### src/rtl/mult_rr_arbiter.sv
// mult_rr_arbiter: round-robin share of one carry_mult among NUM_REQ requesters, registered tagged result.
// Define MULT_ARB_PIPE_EN to add an operand register stage ahead of the multiplier (latency 2).

module carry_mult #(
    parameter int WIDTH = 8
) (
    input  logic [WIDTH-1:0]   a,
    input  logic [WIDTH-1:0]   b,
    output logic [2*WIDTH-1:0] p
);
    assign p = a * b;
endmodule

module mult_rr_arbiter #(
    parameter int WIDTH   = 8,
    parameter int NUM_REQ = 4,
    localparam int ID_W   = $clog2(NUM_REQ)
) (
    input  logic                     clk,
    input  logic                     reset_n,
    input  logic [NUM_REQ-1:0]       req_valid,
    output logic [NUM_REQ-1:0]       req_ready,
    input  logic [NUM_REQ*WIDTH-1:0] req_a,
    input  logic [NUM_REQ*WIDTH-1:0] req_b,
    output logic                     res_valid,
    input  logic                     res_ready,
    output logic [2*WIDTH-1:0]       res_data,
    output logic [ID_W-1:0]          res_id
);
    typedef enum logic {EMPTY, FULL} state_e;

    state_e               state_q, state_d;
    logic [ID_W-1:0]      rr_ptr_q, rr_ptr_d, grant, res_id_q, res_id_d, mul_id;
    logic [2*WIDTH-1:0]   res_data_q, res_data_d, prod;
    logic [WIDTH-1:0]     sel_a, sel_b, mul_a, mul_b;
    logic [NUM_REQ-1:0]   rot;
    logic [ID_W:0]        cand;
    logic                 any, out_free, stage_free, accept, load;
`ifdef MULT_ARB_PIPE_EN
    logic                 op_valid_q, op_valid_d;
    logic [WIDTH-1:0]     op_a_q, op_a_d, op_b_q, op_b_d;
    logic [ID_W-1:0]      op_id_q, op_id_d;
`endif

    carry_mult #(.WIDTH(WIDTH)) u_mult (.a(mul_a), .b(mul_b), .p(prod));

    always_comb begin
        // rotate so bit 0 is the requester at rr_ptr; lowest set bit wins
        rot = NUM_REQ'({req_valid, req_valid} >> rr_ptr_q);
        grant = '0;
        cand = '0;
        for (int k = NUM_REQ - 1; k >= 0; k--) begin
            cand = {1'b0, rr_ptr_q} + (ID_W+1)'(k);
            if (cand >= (ID_W+1)'(NUM_REQ)) cand = cand - (ID_W+1)'(NUM_REQ);
            if (rot[k]) grant = cand[ID_W-1:0];
        end
        sel_a = '0;
        sel_b = '0;
        for (int i = 0; i < NUM_REQ; i++) begin
            if (grant == ID_W'(i)) begin
                sel_a = req_a[i*WIDTH +: WIDTH];
                sel_b = req_b[i*WIDTH +: WIDTH];
            end
        end
        any = |req_valid;
        res_valid = (state_q == FULL);
        out_free = !res_valid || res_ready;
`ifdef MULT_ARB_PIPE_EN
        stage_free = !op_valid_q || out_free;
        accept = any && stage_free;
        op_valid_d = stage_free ? accept : op_valid_q;
        op_a_d = accept ? sel_a : op_a_q;
        op_b_d = accept ? sel_b : op_b_q;
        op_id_d = accept ? grant : op_id_q;
        mul_a = op_a_q;
        mul_b = op_b_q;
        mul_id = op_id_q;
        load = op_valid_q && out_free;
`else
        stage_free = out_free;
        accept = any && stage_free;
        mul_a = sel_a;
        mul_b = sel_b;
        mul_id = grant;
        load = accept;
`endif
        req_ready = NUM_REQ'(accept) << grant;
        rr_ptr_d = accept ? ((grant == ID_W'(NUM_REQ - 1)) ? '0 : grant + ID_W'(1)) : rr_ptr_q;
        state_d = load ? FULL : (res_ready ? EMPTY : state_q);
        res_data_d = load ? prod : res_data_q;
        res_id_d = load ? mul_id : res_id_q;
    end

    always_ff @(posedge clk or negedge reset_n) begin
        if (!reset_n) begin
            state_q <= EMPTY;
            rr_ptr_q <= '0;
            res_data_q <= '0;
            res_id_q <= '0;
`ifdef MULT_ARB_PIPE_EN
            op_valid_q <= 1'b0;
            op_a_q <= '0;
            op_b_q <= '0;
            op_id_q <= '0;
`endif
        end else begin
            state_q <= state_d;
            rr_ptr_q <= rr_ptr_d;
            res_data_q <= res_data_d;
            res_id_q <= res_id_d;
`ifdef MULT_ARB_PIPE_EN
            op_valid_q <= op_valid_d;
            op_a_q <= op_a_d;
            op_b_q <= op_b_d;
            op_id_q <= op_id_d;
`endif
        end
    end

    assign res_data = res_data_q;
    assign res_id = res_id_q;
endmodule

### config.mk
export PLATFORM = sky130hd
export DESIGN_NAME = mult_rr_arbiter
export DESIGN_NICKNAME = d
export VERILOG_FILES = /design/src/rtl/mult_rr_arbiter.sv
export SDC_FILE = /design/constraint.sdc
export NUM_CORES = 1
export LEC_CHECK = 0
export CORE_MARGIN = 2
export CORE_UTILIZATION = 46
export DETAILED_ROUTE_END_ITERATION = 8
export GPL_TIMING_DRIVEN = 1
export HOLD_SLACK_MARGIN = 0.1
export PLACE_DENSITY_LB_ADDON = 0.15
export SLEW_MARGIN = 20
export SYNTH_ARGS = -nofsm -noshare
export SYNTH_HDL_FRONTEND = slang
export SYNTH_SLANG_ARGS = --single-unit
### constraint.sdc
create_clock -name clk -period 5.3 [get_ports clk]
set_input_delay 1.06 -clock clk [delete_from_list [all_inputs] [get_ports clk]]
set_output_delay 1.06 -clock clk [all_outputs]
set_load 0.02 [all_outputs]
==> images/final_congestion.png <==
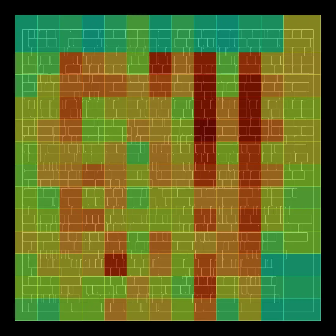
gr busiest metal: met2
Layout Utilization: 79.3%
met1 usage: 35.3%

==> images/metal_stack.png <==
Two of the layers only.
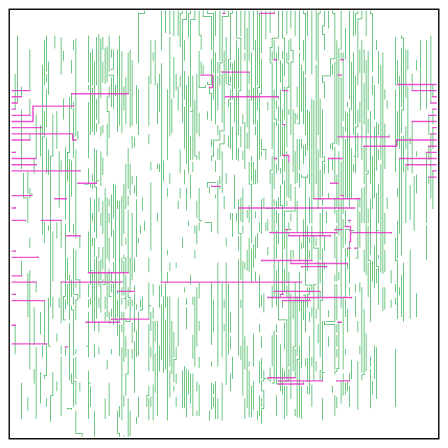
- met2: green (wire length 6,500 µm)
- met3: magenta (wire length 496 µm)
Routed WL: 12,300 µm
WL/cell: 17.0 µm
Tot GR Track Use: 27.2%
DR vias: 3,785

==> results.py <==
# Physical implementation metrics
metrics = {
    "yosys": {
        "synthCells": 429,
        "area_leaders": "fa_1 (19%), dfrtp_1 (14%), ha_1 (13%), nor2_1 (5.4%), inv_1 (5.3%)",
        "logic_family": "adder cells",
        "syn_area_um2": 3750,
        "ys.flop_type": "dfrtp_1",
        "ys_sh_aoi_pct": 20.5,
        "ys_top_cells_by_count": "nor2_1 (54), inv_1 (53), ha_1 (40)",
        "mux_area_share_pct": 0.668,
        "top_cell": "nor2_1",
        "ys_area_um2": 3750,
        "yosysWarnings": 0,
        "yosys_cells": 429,
        "ys_sh_adder_pct": 32.6,
        "ys_ff": 21,
        "async_flop_share_pct": 100,
        "syn_avg_cell_area_um2": 8.74,
    },
    "hold_path": {
        "worst_hold_path.endpoint": "res_data[8]$_DFFE_PN0P_",
        "hold_class": "flop to flop",
    },
    "floorplanning": {
        "die_y_um": 94.3,
        "fp.dieW_um": 94.3,
    },
    "flow_run": {
        "warning_count": 32,
        "cap_violations": 0,
    },
    "clock_tree": {
        "cts_max_path_buffers": 2,
        "cts_setup_buffers": 29,
        "clock_latency_ns": 0.27,
        "cts.sinks": 21,
        "clkTransAtPathRegs_ns": 0.08,
    },
    "global_route": {
        "grt_max_degree": 38,
        "grt_pass1_wl_um": 19000,
    },
    "status": {
        "failed_checks": "negative setup slack",
        "outcome": "finished, violations left",
    },
    "cells_and_area": {
        "seq_area_um2": 526,
        "layout-drive-gt1-share_pct": 36.9,
        "area_growth_syn_to_layout_pct": 65.2,
        "sh_comb_area_pct": 54.1,
        "final_cell_area_um2": 6190,
        "diodes": 0,
        "nFillCells": 500,
        "largest_reg_flops": 16,
        "buffers_excl_clock": 204,
        "layout_top_cell": "buf_4",
    },
    "sta": {
        "rsz0062_at_grt": "yes",
        "setup_ws_ns": -0.817,
        "slew_viol_final": 0,
        "fmax_mhz": 163,
        "finalSetupViolations": 11,
        "period_minus_slack_ns": 6.12,
        "slew_headroom_pct": 68.8,
    },
    "critical_path": {
        "r2r-end": "res_data[14]$_DFFE_PN0P_",
        "end_kind": "flop",
        "path_depth": 27,
        "start_kind": "primary input",
        "worstPathArrival_ns": 6.26,
    },
    "route": {
        "via_per_inst": 5.24,
        "met1Wirelength_um": 5030,
        "wl_met2_um": 6500,
    },
    "place": {
        "port_buffers": 93,
        "gp_congestion": 0.904,
        "pre_cts_ws_ns": -1.54,
    },
}
==> images/met1.png <==
Scale bar: 20 µm. Supply wires on this layer in grey. Cells faint in the background.
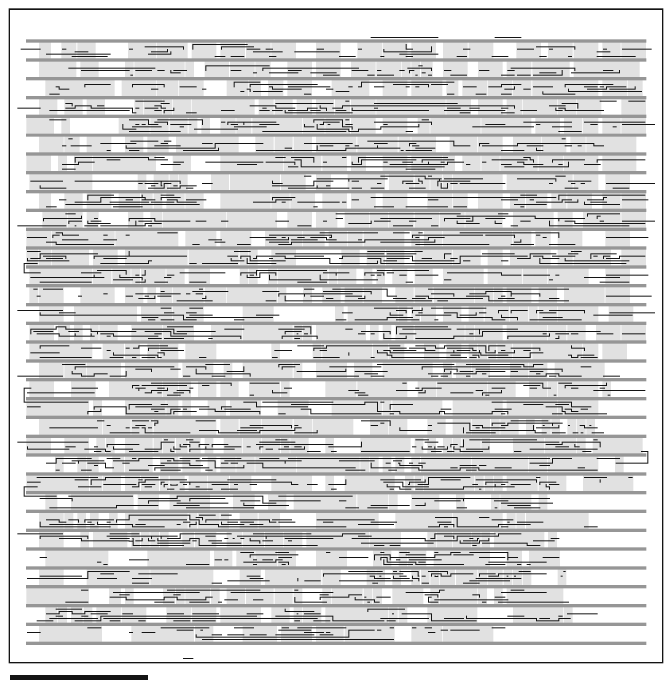
- share of all routed wire: 41%
- nets with wire on the layer: 703

